$ cat src/rtl/unsigned_seq_div_rs.sv
// Sequential unsigned restoring divider: a 2*WIDTH-bit dividend divided by a
// WIDTH-bit divisor, one quotient bit per clock. Define DIV_DEBUG_EN to expose X/Y/step_cnt.
module unsigned_seq_div_rs #(
  parameter int WIDTH = 6
) (
  input  logic                 system_clk,
  input  logic                 rst,
  input  logic                 load,
  input  logic [2*WIDTH-1:0]   dividend,
  input  logic [WIDTH-1:0]     divisor,
  output logic [WIDTH-1:0]     quotient,
  output logic [WIDTH-1:0]     remainder,
  output logic                 busy,
  output logic                 done,
  output logic                 div_by_zero,
  output logic                 overflow
`ifdef DIV_DEBUG_EN
  ,
  output logic [WIDTH:0]       X,
  output logic [WIDTH-1:0]     Y,
  output logic [$clog2(WIDTH+1)-1:0] step_cnt
`endif
);

  localparam int SW = $clog2(WIDTH + 1);

  typedef enum logic [1:0] {IDLE, RUN, DONE} state_t;

  state_t          state;
  logic [WIDTH:0]  a_q;
  logic [WIDTH-1:0] q_q;
  logic [WIDTH-1:0] d_q;
  logic [SW-1:0]   step;
  logic [WIDTH:0]  a_nxt;
  logic [WIDTH-1:0] q_nxt;
  logic [WIDTH-1:0] upper;

  // One restoring iteration: shift {A,Q}, trial-subtract, keep or restore.
  function automatic logic [2*WIDTH:0] div_step(input logic [WIDTH:0]   a,
                                                input logic [WIDTH-1:0] q,
                                                input logic [WIDTH-1:0] d);
    logic [WIDTH:0]   a_sh;
    logic [WIDTH+1:0] diff;
    a_sh = {a[WIDTH-1:0], q[WIDTH-1]};
    diff = {1'b0, a_sh} - {2'b00, d};
    if (diff[WIDTH+1]) return {a_sh, q[WIDTH-2:0], 1'b0};
    else               return {diff[WIDTH:0], q[WIDTH-2:0], 1'b1};
  endfunction

  assign upper          = dividend[2*WIDTH-1:WIDTH];
  assign {a_nxt, q_nxt} = div_step(a_q, q_q, d_q);

  always_ff @(posedge system_clk) begin
    if (!rst) begin
      state       <= IDLE;
      quotient    <= '0;
      remainder   <= '0;
      busy        <= 1'b0;
      done        <= 1'b0;
      div_by_zero <= 1'b0;
      overflow    <= 1'b0;
      a_q         <= '0;
      q_q         <= '0;
      d_q         <= '0;
      step        <= '0;
    end else begin
      case (state)
        IDLE, DONE: begin
          if (load) begin
            done        <= 1'b0;
            div_by_zero <= 1'b0;
            overflow    <= 1'b0;
            if (divisor == '0) begin
              state       <= DONE;
              done        <= 1'b1;
              div_by_zero <= 1'b1;
              quotient    <= '1;
              remainder   <= dividend[WIDTH-1:0];
            end else if (upper >= divisor) begin
              // Quotient would need more than WIDTH bits: saturate.
              state     <= DONE;
              done      <= 1'b1;
              overflow  <= 1'b1;
              quotient  <= '1;
              remainder <= '0;
            end else begin
              a_q   <= {1'b0, upper};
              q_q   <= dividend[WIDTH-1:0];
              d_q   <= divisor;
              step  <= '0;
              busy  <= 1'b1;
              state <= RUN;
            end
          end
        end
        RUN: begin
          a_q  <= a_nxt;
          q_q  <= q_nxt;
          step <= step + SW'(1);
          if (step == SW'(WIDTH - 1)) begin
            quotient  <= q_nxt;
            remainder <= a_nxt[WIDTH-1:0];
            busy      <= 1'b0;
            done      <= 1'b1;
            state     <= DONE;
          end
        end
        default: state <= IDLE;
      endcase
    end
  end

`ifdef DIV_DEBUG_EN
  assign X        = a_q;
  assign Y        = q_q;
  assign step_cnt = step;
`endif

endmodule
$ cat config.mk
export PLATFORM = sky130hd
export DESIGN_NAME = unsigned_seq_div_rs
export DESIGN_NICKNAME = d
export VERILOG_FILES = /design/src/rtl/unsigned_seq_div_rs.sv
export SDC_FILE = /design/constraint.sdc
export NUM_CORES = 1
export LEC_CHECK = 0
export ABC_AREA = 1
export ABC_CLOCK_PERIOD_IN_PS = 1700
export CAP_MARGIN = 5
export CORE_UTILIZATION = 49
export CTS_CLUSTER_DIAMETER = 40
export DETAILED_ROUTE_END_ITERATION = 10
export GPL_TIMING_DRIVEN = 0
export PLACE_DENSITY = 0.87
export SETUP_SLACK_MARGIN = 0.5
export SYNTH_ARGS = -nofsm -noshare
export SYNTH_HDL_FRONTEND = slang
export SYNTH_SLANG_ARGS = --single-unit
$ cat constraint.sdc
create_clock -name system_clk -period 1.7 [get_ports system_clk]
set_input_delay 0.255 -clock system_clk [delete_from_list [all_inputs] [get_ports system_clk]]
set_output_delay 0.255 -clock system_clk [all_outputs]
set_load 0.01 [all_outputs]
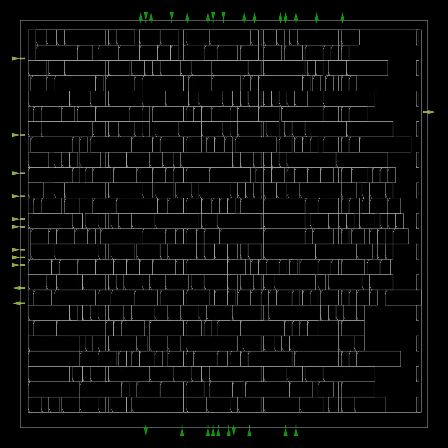
*Cell outlines without signal wires*
area of the core region: 0.004755 mm^2
sequential cell count: 39
Util after Layout: 0.8553
Layout fillers: 204

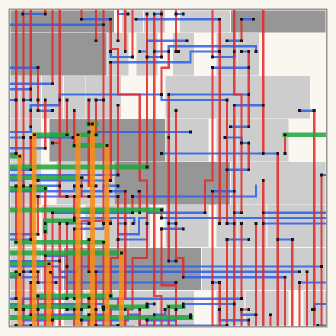
*Zoomed window*
Region (44, 44) to (64, 64) um. Cells in grey, sequential cells in the stronger grey; small squares are vias.
Key: green = metal 3; red = metal 2; orange = metal 4; blue = metal 1
Netlist names of flops here include `remainder` (4). 45 logic cells have their middle in the window. Sequential cells in the window: 6. Most frequent: nand2_1 (9), nand2_2 (6).

==> summary.txt <==
Figures from the flow reports.

Route:
- The run gives the average via count per standard cell as 6.413.
- The run puts the via total after detailed routing at 3,386.
- The detailed router reported a total wirelength of 12.13 mm.
- The run puts the DRC violation count after routing at 0.
- The count of nets left with antenna violations once routing finished came out at 0.
- The run gives the detailed-routing iteration count for the pre-antenna-repair pass as 5.
- The run gives the violation tally from detailed-route iteration zero as 511.
- The run gives the routed wirelength normalized by instance count as 22.98 um.

Logic synthesis:
- The run gives the sequential fraction of the synthesis area as 0.3215.
- The run gives the flip-flop and latch count after synthesis as 39.
- The run gives the yosys synthesis warning count as 0.
- In the post-synthesis netlist, the biggest area contributors are sky130_fd_sc_hd__dfxtp_1, sky130_fd_sc_hd__nand2_1, sky130_fd_sc_hd__nor2_1.
- The run puts the number of instances in the synthesized netlist at 373.
- In this run, synthesis inferred 0 flip-flops with an integrated enable.
- The run puts the area fraction in full adders, half adders and majority gates at 0.08037.
- The run gives the number of cells in Yosys stat as 373.
- Counting flops with an async set or reset pin after synthesis yields a share of 0.
- The run puts the synthesized cell area at 0.002429 mm^2.
- The run gives the most instantiated flip-flop cell in the synthesis netlist as sky130_fd_sc_hd__dfxtp_1.
- The run gives the chip area line of the yosys report as 0.002429 mm^2.
- The commonest cells after synthesis are sky130_fd_sc_hd__nand2_1, sky130_fd_sc_hd__nor2_1, sky130_fd_sc_hd__inv_1.
- sky130_fd_sc_hd__nand2_1 is the most common cell in the netlist.
- The run puts the count of unique library cells instantiated by Yosys at 29.
- The run puts the number of nets at floorplan at 409.
- Of the post-synthesis cell area, the dominant cell type holds 0.3215.
- The run gives the dominant cell type by area after synthesis as sky130_fd_sc_hd__dfxtp_1.
- The run gives the main combinational cell family by area after synthesis as simple AND/OR/NAND/NOR gates.
- The run puts the synthesized-area fraction occupied by and/or/nand/nor cells at 0.4060.
- In this run the mean area of a mapped cell was 6.511 um^2.
- Per the synthesis report, the AND-OR/OR-AND share of the synthesized area is 0.08089.
- The run gives the xor-xnor portion of the synthesized cell area as 0.003606.
- For reference, the mux area share after synthesis is 0.

Placed design:
- The run puts the detailed placement HPWL at 4.707 mm.
- The run puts the count of input and output buffers at 36.
- The run puts the placer congestion estimate at 0.8552.
- Logged for this run, the post-placement worst setup slack is -646.5 ps.

Final layout:
- The run gives the most frequent logic cell in the layout as sky130_fd_sc_hd__nand2_1.
- The run puts the area overhead of the layout relative to synthesis at 67.44%.
- The layout summary lists the proportion of cells stronger than drive strength 1 as 0.4902.
- After the last flow step, the layout net total stands at 498.
- In the layout the commonest cells are sky130_fd_sc_hd__nand2_1, sky130_fd_sc_hd__nor2_1, sky130_fd_sc_hd__nand2_2, sky130_fd_sc_hd__buf_6, sky130_fd_sc_hd__buf_4.
- The run gives the antenna diode count as 0.

Die:
- The run puts the die outline width at 72.40 um.
- The run puts the total die area at 0.005242 mm^2.
- The run puts the number of placed I/O pins at 37.
- The run puts the number of cell rows at 25.
- The vertical die dimension reported for this design is 72.40 um.
- The run gives the core utilization at floorplan as 0.5108.

Setup path:
- The run gives the worst flop-to-flop path endpoint as remainder[4].
- In this design, the stage delay of the slowest critical-path cell is 360 ps.
- STA classifies the critical path endpoint as a register.
- The run puts the number of buffer and inverter instances along the worst setup path at 2.
- Tracing the worst setup path back leads to its startpoint at q_q[5].
- The run gives the worst path arrival time as 1980 ps.
- For reference, the critical path is captured by remainder[4].
- In this run the critical path is formed by inv_2 > ha_4 > inv_4 > fa_2 > nand3_2 > nand3_1 > nand2_1 > nand3_2 > nand2_2 > nor2_1 > nor2_1.
- The run gives the maximum fanout along the worst path as 3.
- For this design, the slowest cell found on the critical path is sky130_fd_sc_hd__fa_2.
- In this run the critical register-to-register path is launched from q_q[5].
- The run gives the category of the worst setup path launch point as a register.
- The run puts the number of stages on the worst setup path at 11.
- The run puts the critical path data required time at 1930 ps.
- On the critical path the largest part of the delay comes from simple AND/OR/NAND/NOR gates.
- The run puts the slack of the worst reg-to-reg path at -40 ps.
- The run gives the classification of the worst setup path as register to register.
- The run gives the number of cells traversed by the worst register-to-register path as 11.

Worst hold path:
- Hold analysis lists the worst path endpoint as d_q[3].
- Note that the worst hold path type here is input pin to register.
- The run puts the hold path depth at 3.
- For the worst min-delay path, the startpoint reported by OpenROAD is divisor[3].

Pwr:
- The run puts the post-route total power at 3723 uW.
- The run gives the leakage power as 0.001923 uW.
- The run puts the power per unit of standard cell area at 915.6 mW/mm^2.
- The run gives the peak ir drop on the vdd network as 798.0 uV.

STA:
- Across the routed clock network, the largest skew measured is 16.44 ps.
- Setup violations remaining at the end of the flow were counted as 1.
- The run gives the minimum period implied by the final worst setup slack as 1743 ps.
- The run gives the final-report max-slew violation count as 0.
- Hold-check failures listed in the final report amount to 0.
- Post-route period utilization is reported as 1.025.
- Based on the critical path, the design can be clocked at up to 0.5736 GHz.
- After layout, the worst setup slack is -43.23 ps.
- Setup repair after global routing could not meet its margin everywhere.
- The run gives the pin slew with the least headroom to its limit as 622.2 ps.
- The run puts the max-slew headroom at the worst pin at 0.5852.
- The run puts the final worst hold slack at 212.9 ps.

Clock tree:
- The H-tree generated during clock tree synthesis spans 2 levels.
- Clock latency on the worst-skew pair, taken at its later pin, is 320 ps.
- The run puts the buffer depth of the longest clock path at 2.
- The run gives the clock transition time at the flip-flop clock pins of the worst setup and hold paths as 90 ps.
- The run puts the TritonCTS buffer count at 5.
- Counting every sink on the clock net gives 39.
- CTS placed an instance of sky130_fd_sc_hd__clkbuf_8 at the clock tree root.
- TritonCTS built the clock tree.

Run:
- Warnings raised by the tools during the run amount to 30.
- The run puts the number of maximum-capacitance constraint violations at 0.

Global routing:
- The run puts the initial antenna violation count at 0.
- The run puts the wire length of the first global-routing pass at 14.13 mm.
- The run gives the global routing usage summed across all routing layers as 0.3555.
- The run puts the pin count of the biggest net entering global routing at 11.
- The run puts the via count of the first global-routing pass at 2,947.
- The run gives the total global routing overflow as 0.

Status:
- The flow ran to the end, but the final reports show violations.
- The checks that failed: negative setup slack.
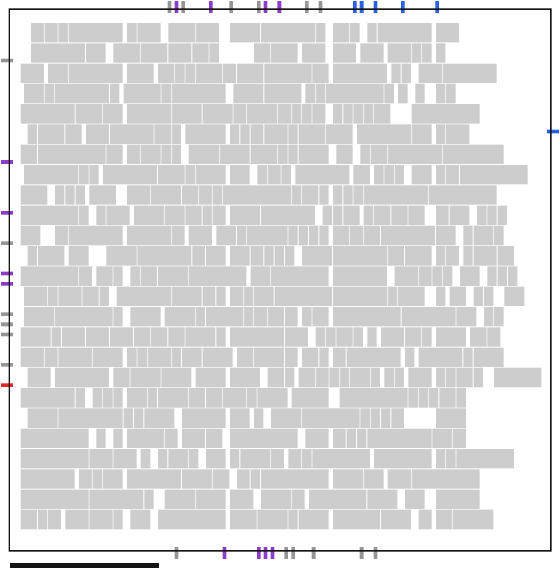
*Pin map*
The bar under the picture is 20 um long. Pins as bars across the die edge, other pins in grey.
Key: blue = `remainder` [pins 6, direction output, edge 5 north, 1 east]; red = `overflow` [pins 1, direction output, edge west]; purple = `dividend` [pins 12, direction input, edge 4 north, 4 south, 4 west]

==> stage by stage <==
stage,cell area (um^2),cells,util,TNS [ps]
final,4066,528,0.8553,-43.23
after floorplan,2629,373,-,0
after global routing,4066,528,0.8553,-183.4
after detailed placement,3073,476,0.6463,-18540
after global placement,3073,476,0.6463,-17640
after CTS,3706,517,0.7795,0
==> layout make-up <==
cell class | count | area (um^2) | share of cell area
plain buffers | 12 | 127.6 | 0.03138
clock buffers | 6 | 72.57 | 0.01785
inverters | 49 | 227.7 | 0.05600
multi-input cells | 273 | 1976 | 0.4858
flip-flops and latches | 39 | 807.0 | 0.1985
well taps | 67 | 83.83 | 0.02062
repair buffers | 82 | 772.0 | 0.1898
==> cells by family (layout without fill, tap and decap cells) <==
group / Yosys count / after routing
adders and majority gates: 15 / 15
buffers and inverters: 61 / 149
and+or+nand+nor: 223 / 223
AOI/OAI and AO/OA: 34 / 34
DFF: 39 / 39
xor gates and xnor gates: 1 / 1
==> sequential cells by signal, indices dropped and copies added, names as in the netlist, 2 cells and up <==
name and count:
a_q 6, d_q 6, q_q 6, quotient 6, remainder 6, state 2
step 3
==> metal layers <==
metal  share of wire  GRT usage  vias up
met5               0          0        -
li1                -          -     1340
met1            0.35     0.3904     1569
met2            0.45     0.6012      349
met3            0.11    0.08472      128
met4           0.088     0.2527        0
==> power by group <==
| part | internal (uW) | total (uW) | switching (uW) |
|---|---|---|---|
| registers | 1030 | 1140 | 112 |
| logic | 847 | 1950 | 1100 |
| clock network | 274 | 628 | 353 |
| total | 2150 | 3720 | 1570 |
==> timing repair <==
action,in CTS,in global routing
cloned,5,1
pin swaps,42,41
resized,174,78
hold buffers,0,0
setup endpoints to repair,54,40
buffers inserted,30,10
No activity file was given, so power comes from the tool's default toggle rates.
